==> src/rtl/spi_shift_engine_pkg.sv <==
// Shared constants for the SPI shift engine: default frame width and state encodings.
// Latency: n/a (declarations only).
// Backpressure: n/a.
package spi_shift_engine_pkg;

  // Default maximum frame width in bits.
  localparam int SPI_DATA_LEN = 8;

  // FSM state encodings, kept as plain constants so legacy code can share them.
  localparam logic [0:0] SPI_SE_IDLE  = 1'b0;
  localparam logic [0:0] SPI_SE_SHIFT = 1'b1;

endpackage

==> src/rtl/spi_shift_engine.sv <==
// Full-duplex SPI shift engine with runtime frame length, bit order and completion tracking.
// Latency: first tx bit valid the cycle after load_en; d_out/rx_valid/done valid the cycle after the final sample.
// Backpressure: none; a completion while rx_valid is unacked overwrites d_out and sets sticky overrun.
module spi_shift_engine
  import spi_shift_engine_pkg::*;
#(
  parameter int DATA_LEN = SPI_DATA_LEN,
  parameter int LEN_W    = $clog2(DATA_LEN) + 1
) (
  input  logic                clk,
  input  logic                rst,
  input  logic [DATA_LEN-1:0] d_in,
  input  logic [LEN_W-1:0]    frame_len,
  input  logic                lsb_first,
  input  logic                load_en,
  input  logic                abort,
  input  logic                sample_en,
  input  logic                drive_en,
  input  logic                serial_in,
  input  logic                rx_ack,
  output logic                serial_out,
  output logic [DATA_LEN-1:0] d_out,
  output logic                rx_valid,
  output logic                overrun,
  output logic                busy,
  output logic                done
);

  localparam logic [LEN_W-1:0] FULL_LEN = LEN_W'(DATA_LEN);

  logic [0:0]          state_q,    state_d;
  logic [DATA_LEN-1:0] tx_sr_q,    tx_sr_d;
  logic [DATA_LEN-1:0] rx_sr_q,    rx_sr_d;
  logic [LEN_W-1:0]    bit_cnt_q,  bit_cnt_d;
  logic [LEN_W-1:0]    len_q,      len_d;
  logic                lsb_q,      lsb_d;
  logic [DATA_LEN-1:0] d_out_q,    d_out_d;
  logic                rx_valid_q, rx_valid_d;
  logic                overrun_q,  overrun_d;
  logic                done_q,     done_d;

  logic [LEN_W-1:0]    eff_len;
  logic [LEN_W-1:0]    len_m1;
  logic [DATA_LEN-1:0] len_mask;
  logic [DATA_LEN-1:0] rx_shift;
  logic                in_shift;
  logic                last_sample;

  // Resolve the requested frame length: 0 or anything wider than the register means full width.
  always_comb begin
    eff_len = frame_len;
    if ((frame_len == '0) || (frame_len > FULL_LEN)) begin
      eff_len = FULL_LEN;
    end
  end

  // Helpers derived from the latched config: top bit index and a mask of the active bits.
  always_comb begin
    len_m1   = len_q - LEN_W'(1);
    len_mask = '0;
    for (int i = 0; i < DATA_LEN; i++) begin
      len_mask[i] = (LEN_W'(i) < len_q);
    end
  end

  // Receive register after one sample; LSB-first inserts at the top of the active window.
  always_comb begin
    rx_shift = '0;
    if (lsb_q) begin
      rx_shift = rx_sr_q >> 1;
      if (state_q == SPI_SE_SHIFT) begin
        rx_shift[len_m1] = serial_in;
      end
    end else begin
      rx_shift = {rx_sr_q[DATA_LEN-2:0], serial_in};
    end
  end

  // Completion is the final sample of the frame; abort overrides it.
  always_comb begin
    in_shift    = (state_q == SPI_SE_SHIFT);
    last_sample = in_shift && sample_en && !abort && (bit_cnt_q == len_m1);
  end

  // Frame sequencing: load in IDLE, shift/sample in SHIFT, leave on completion or abort.
  always_comb begin
    state_d   = state_q;
    tx_sr_d   = tx_sr_q;
    rx_sr_d   = rx_sr_q;
    bit_cnt_d = bit_cnt_q;
    len_d     = len_q;
    lsb_d     = lsb_q;
    case (state_q)
      SPI_SE_IDLE: begin
        if (load_en) begin
          state_d   = SPI_SE_SHIFT;
          tx_sr_d   = d_in;
          len_d     = eff_len;
          lsb_d     = lsb_first;
          rx_sr_d   = '0;
          bit_cnt_d = '0;
        end
      end
      default: begin
        if (abort) begin
          state_d = SPI_SE_IDLE;
        end else begin
          if (sample_en) begin
            rx_sr_d   = rx_shift;
            bit_cnt_d = bit_cnt_q + LEN_W'(1);
          end
          if (drive_en) begin
            tx_sr_d = lsb_q ? (tx_sr_q >> 1) : (tx_sr_q << 1);
          end
          if (last_sample) begin
            state_d = SPI_SE_IDLE;
          end
        end
      end
    endcase
  end

  // Holding register handshake: completion beats a coincident ack, ack clears valid and overrun.
  always_comb begin
    d_out_d    = d_out_q;
    rx_valid_d = rx_valid_q;
    overrun_d  = overrun_q;
    done_d     = 1'b0;
    if (last_sample) begin
      d_out_d    = rx_shift & len_mask;
      rx_valid_d = 1'b1;
      done_d     = 1'b1;
      if (rx_valid_q && !rx_ack) begin
        overrun_d = 1'b1;
      end else if (rx_ack) begin
        overrun_d = 1'b0;
      end
    end else if (rx_ack) begin
      rx_valid_d = 1'b0;
      overrun_d  = 1'b0;
    end
  end

  // State registers; reset clears everything immediately.
  always_ff @(posedge clk or negedge rst) begin
    if (!rst) begin
      state_q    <= SPI_SE_IDLE;
      tx_sr_q    <= '0;
      rx_sr_q    <= '0;
      bit_cnt_q  <= '0;
      len_q      <= '0;
      lsb_q      <= 1'b0;
      d_out_q    <= '0;
      rx_valid_q <= 1'b0;
      overrun_q  <= 1'b0;
      done_q     <= 1'b0;
    end else begin
      state_q    <= state_d;
      tx_sr_q    <= tx_sr_d;
      rx_sr_q    <= rx_sr_d;
      bit_cnt_q  <= bit_cnt_d;
      len_q      <= len_d;
      lsb_q      <= lsb_d;
      d_out_q    <= d_out_d;
      rx_valid_q <= rx_valid_d;
      overrun_q  <= overrun_d;
      done_q     <= done_d;
    end
  end

  // Outputs; serial_out is forced low outside a frame.
  always_comb begin
    serial_out = 1'b0;
    if (in_shift) begin
      serial_out = lsb_q ? tx_sr_q[0] : tx_sr_q[len_m1];
    end
    d_out    = d_out_q;
    rx_valid = rx_valid_q;
    overrun  = overrun_q;
    busy     = in_shift;
    done     = done_q;
  end

endmodule

==> config.mk <==
export PLATFORM = sky130hd
export DESIGN_NAME = spi_shift_engine
export DESIGN_NICKNAME = d
export VERILOG_FILES = /design/src/rtl/spi_shift_engine_pkg.sv /design/src/rtl/spi_shift_engine.sv
export SDC_FILE = /design/constraint.sdc
export NUM_CORES = 1
export LEC_CHECK = 0
export CORE_MARGIN = 5
export CORE_UTILIZATION = 53
export DETAILED_ROUTE_END_ITERATION = 16
export GPL_TIMING_DRIVEN = 0
export PLACE_DENSITY_LB_ADDON = 0.1
export SYNTH_ARGS = -nofsm -noshare
export SYNTH_HDL_FRONTEND = slang
export SYNTH_SLANG_ARGS = --single-unit
==> constraint.sdc <==
create_clock -name clk -period 2.5 [get_ports clk]
set_input_delay 0.375 -clock clk [delete_from_list [all_inputs] [get_ports clk]]
set_output_delay 0.375 -clock clk [all_outputs]
set_load 0.05 [all_outputs]
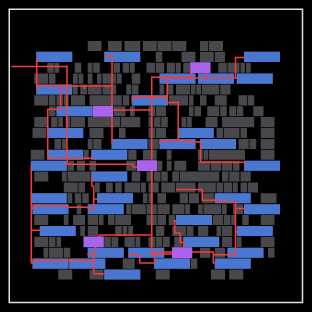
**Above:** clock network drawn from the DEF.
(4 px per micron)
clock-net drivers: marked purple, count 5. flip-flops: marked blue, count 37. clock wires: marked red, length 487 microns.
Position of the flops: all over the die.
power in the clock group: 466 uW
Max Clock Skew: 3.30 ps
part of the total power dissipated in the clock network: 0.222
clock insertion delay at the later pin of the skew report: 290 ps

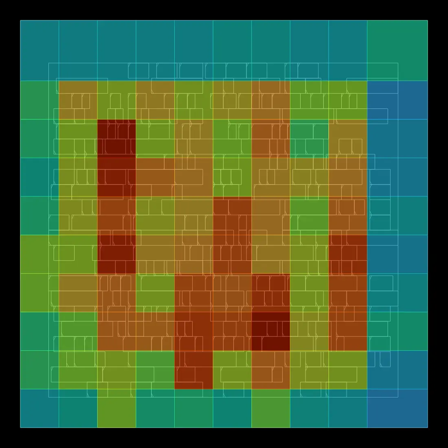
**Above:** routing congestion map.
share of the core filled with cells: 0.710
GRT Util Overall: 0.217
Most Crowded Layer GR: met2
met2 GRT Util: 0.347
met3 usage: 0.0510

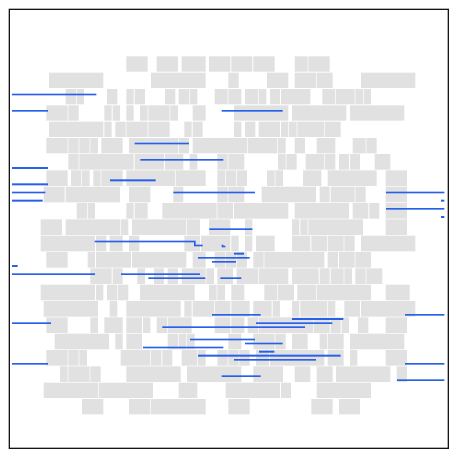
**Above:** M3 wires.
(6 px per micron) Cells faint in the background.
37 nets have wire on it. The layer holds 6.7% of the routed length. The longest straight run is 23.5 microns.
total vias in the final route: 1895
total length of routed wires: 5.25 mm

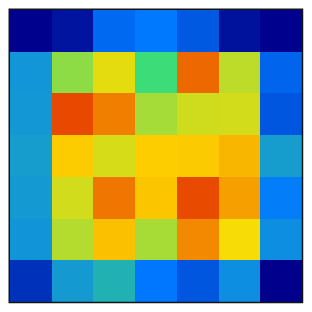
**Above:** cell area per tile.
(4 px per micron) The die is cut into 7 by 7 equal tiles; dark blue is low, red is high, 0 to 100% covered.
The fullest tile reaches 92%. 6.1% of the tiles are nearly empty. 27% of the tiles are over 75% full. The mean over all tiles is 49%. The densest ninth of the die: centre.
core region area: 3740 sq um
FP Util: 0.560

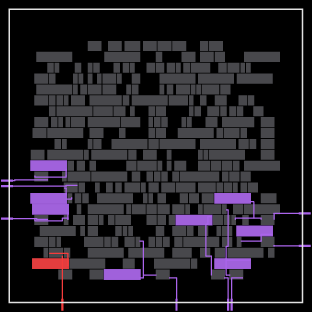
**Above:** I/O nets highlighted.
(4 px per micron)
d_out: marked purple, bits 8, direction output, edge 3 bottom, 3 left, 2 right, end cells 8, buffers 8, wire 174 microns. overrun: marked red, bits 1, direction output, edge bottom, end cells 1, buffers 1, wire 18.7 microns.
Port-buffer cells: 33
io pins: 34

==> job_summary.md <==
## PnR job results

| Metric | Value |
|---|---|
| Buffers from clock root to sink, at most | `2` |
| Multiplexer share of the synthesized area | `0.0751` |
| Main logic family after synthesis | `simple AND/OR/NAND/NOR gates` |
| Number of antenna violations at the first check in global routing | `0` |
| Cell Area, Synth | `2100 sq um` |
| Drt first pass iters | `4` |
| Worst setup slack after placement | `-537 ps` |
| Signal arrival time at the worst endpoint | `2060 ps` |
| Chip Width | `72.9 microns` |
| Largest net degree at the start of global routing | `38` |
| Hold-fix buffer count after cts | `0` |
| Number of nets at the end of the flow | `296` |
| Chip area from the yosys synthesis statistics | `2100 sq um` |
| Post-Route Hold Slack | `173 ps` |
| Slew Limit Fails | `0` |
| Met2 layer wire length in the routed design | `2.50 mm` |
| Tool Warnings | `29` |
| Detailed router's first-iteration violation count | `146` |
| Unique cell types | `43` |
| Dominant logic cell type in the layout | `dfrtp_1` |
| Beginning of the worst register-to-register path | `len_q[0]` |
| Commonest non-fill, non-tap cells in the layout | `37 x dfrtp_1, 31 x o21ai_0, 31 x clkdlybuf4s50_1, 29 x nand2_1, 13 x nand3_1` |
| Clock tree from TritonCTS | `yes` |
| Transition at the pin with the smallest max-transition slack | `830 ps` |
| Outcome | `finished, final reports clean` |
| IR drop worst, VDD | `0.462 mV` |
| Mapped Cells | `226` |
| Post-route cell area | `2660 sq um` |
| Max_slew headroom | `0.447` |
| Share of the yosys chip area belonging to registers | `0.441` |
| Power per cell area | `791 nW/um^2` |
| Die boundary height | `72.9 microns` |
| #FFs+latches synth | `37` |
| Uppermost signal routing layer after detailed routing | `met4` |
| Average footprint of a synthesized cell | `9.28 sq um` |
| Setup Crit Path Kind | `reg -> out` |
| Placed cells | `307` |
| Cell area after placement | `2490 sq um` |
| Clock tree root driver cell | `clkbuf_8` |
| Number of global-route vias before repair | `1864` |
| Dominant synthesized flop cell | `dfrtp_1` |
| Accumulated negative setup slack | `0 ps` |
| Crit-path max FO | `3` |
| XOR-XNOR Cells, Area Fraction | `0.0489` |
| Met1 routed wirelength after detailed routing | `2.32 mm` |
| Final worst slack | `66.7 ps` |
| Final weighted congestion in routability-driven placement | `0.846` |
| Unrepaired setup endpoints after global routing | `true` |
| Clk slew on worst S/H paths | `70 ps` |
| CTS buffer count | `5` |
| Global-route wire length before repair | `8.81 mm` |
| Worst Hold Class | `in -> async` |
| Diodes inserted | `0` |
| Total Power | `2.10 mW` |
| Final critical-path required period | `2430 ps` |
| Number of enable-type register cells in the synthesized netlist | `0` |
| Count of non-filler cells in the finished layout | `320` |
| H-Tree Depth | `2` |
| Leftover overflow at the end of global routing | `0` |
| Count of final setup violators | `0` |
| Async S/R FF share, synth | `1.00` |
| CTS Sinks | `37` |
| Drt via density | `5.92` |
| CP Launch Point | `len_q[0]` |
| Top area cells in the synthesized netlist | `dfrtp_1 44%, o21ai_0 7.4%, nand2_1 5.2%` |
| Drc violations | `0` |
| Final antenna-violating net count | `0` |
| Die area | `5320 sq um` |
| LEAKAGE | `1.14 nW` |
| Final routed wire length divided by cell count | `16.4 microns` |
| CP Data Required Time | `2120 ps` |
| Post-synthesis cell type with the largest combined area | `dfrtp_1` |
| Proportion of layout cells with a drive suffix above 1 | `0.114` |
| Floorplan Nets | `251` |
| HPWL after DPL | `3.69 mm` |
| Sort of element at the start of the critical path | `flip-flop` |
| Area fraction in compound gates after synthesis | `0.180` |
| Basic-gate share of the synthesized area counting and, or, nand and nor cells | `0.181` |
| Period Utilization, post-route | `0.973` |
| Fmax | `411 MHz` |
| Num rows | `22` |
| Layout-stage area growth over the synthesis result | `26.6%` |
| Adder share | `0.0239` |
| Count of endpoints failing hold in the final timing report | `0` |
| Critical path endpoint category | `primary output` |
| Total of max-cap violations | `0` |
| Total cells reported by yosys after synthesis | `226` |
| Area share, top type | `0.441` |
| Detail Route met3 WL | `350 microns` |
| Tally of yosys warning messages | `0` |
## registers in the layout (all words and copies together) (netlist names)
signal,cells
busy,1
bit_cnt_q,4
lsb_q,1
tx_sr_q,8
rx_sr_q,8
d_out,8
overrun,1
len_q,4
done,1
rx_valid,1
## synth_stat cells (all sizes together), types with 2 or more instances
library cell / count
xor2: 3
ha: 4
nor3b: 2
inv: 8
nand3: 13
nor2: 10
o31ai: 7
a21oi: 8
o21a: 2
nand2: 29
nor2b: 5
nor3: 5
dfrtp: 37
mux2i: 9
nand3b: 5
o41ai: 3
mux2: 2
clkbuf: 10
buf: 5
nand2b: 2
o21ai: 32
mux4: 2
a31oi: 5
xnor2: 4
## final timing paths
check	to	slack [ps]	cells past startpoint
worst max-delay path	serial_out	70	7
worst min-delay path	len_q[0]	170	1
worst max register to register	d_out[6]	120	9
worst min register to register	d_out[6]	480	2
max in group asynchronous	bit_cnt_q[3]	1800	1
min in group clk	d_out[6]	480	2
## kinds of logic after synthesis
| kind of cell | count (synthesis) |
|---|---|
| muxes | 13 |
| DFF | 37 |
| and+or+nand+nor | 77 |
| adders and majority gates | 4 |
| AOI/OAI and AO/OA | 63 |
| buffers and inverters | 24 |
| xor gates and xnor gates | 8 |
## worst max-delay path: stages (launching register included)
cell	delay, ps
dfrtp_1	390
buf_6	120
inv_4	30
ha_4	280
mux4_2	500
mux2i_2	190
a21oi_2	90
buf_6	160
## per-layer routing
metal / global-route usage / up-vias
met4: 0.0758 / 0
met3: 0.0510 / 7
met5: 0 / -
li1: - / 896
met1: 0.288 / 928
met2: 0.347 / 64
## power breakdown
part / internal [mW] / switching (mW)
Sequential: 0.699 / 0.0916
Combinational: 0.362 / 0.484
Clock: 0.249 / 0.217
Total: 1.31 / 0.793
## timing repair
action	4_1_cts	5_1_grt
gates resized	11	6
setup endpoints to repair	2	2
pin swaps	1	2
gates cloned	0	0
endpoints found under the hold margin	0	0
buffers inserted	5	1
## area by class of cell
type,count,area (sq um)
clock inverter,1,5.00
clock buffer,7,96.3
timing repair buffer,39,372
inverter,9,36.3
fill,303,1090
tap,48,60.1
buffer,14,73.8
sequential,37,926
multi-input combinational,165,1090
Power figures rest on the tool's default switching activity, not on a simulated workload.
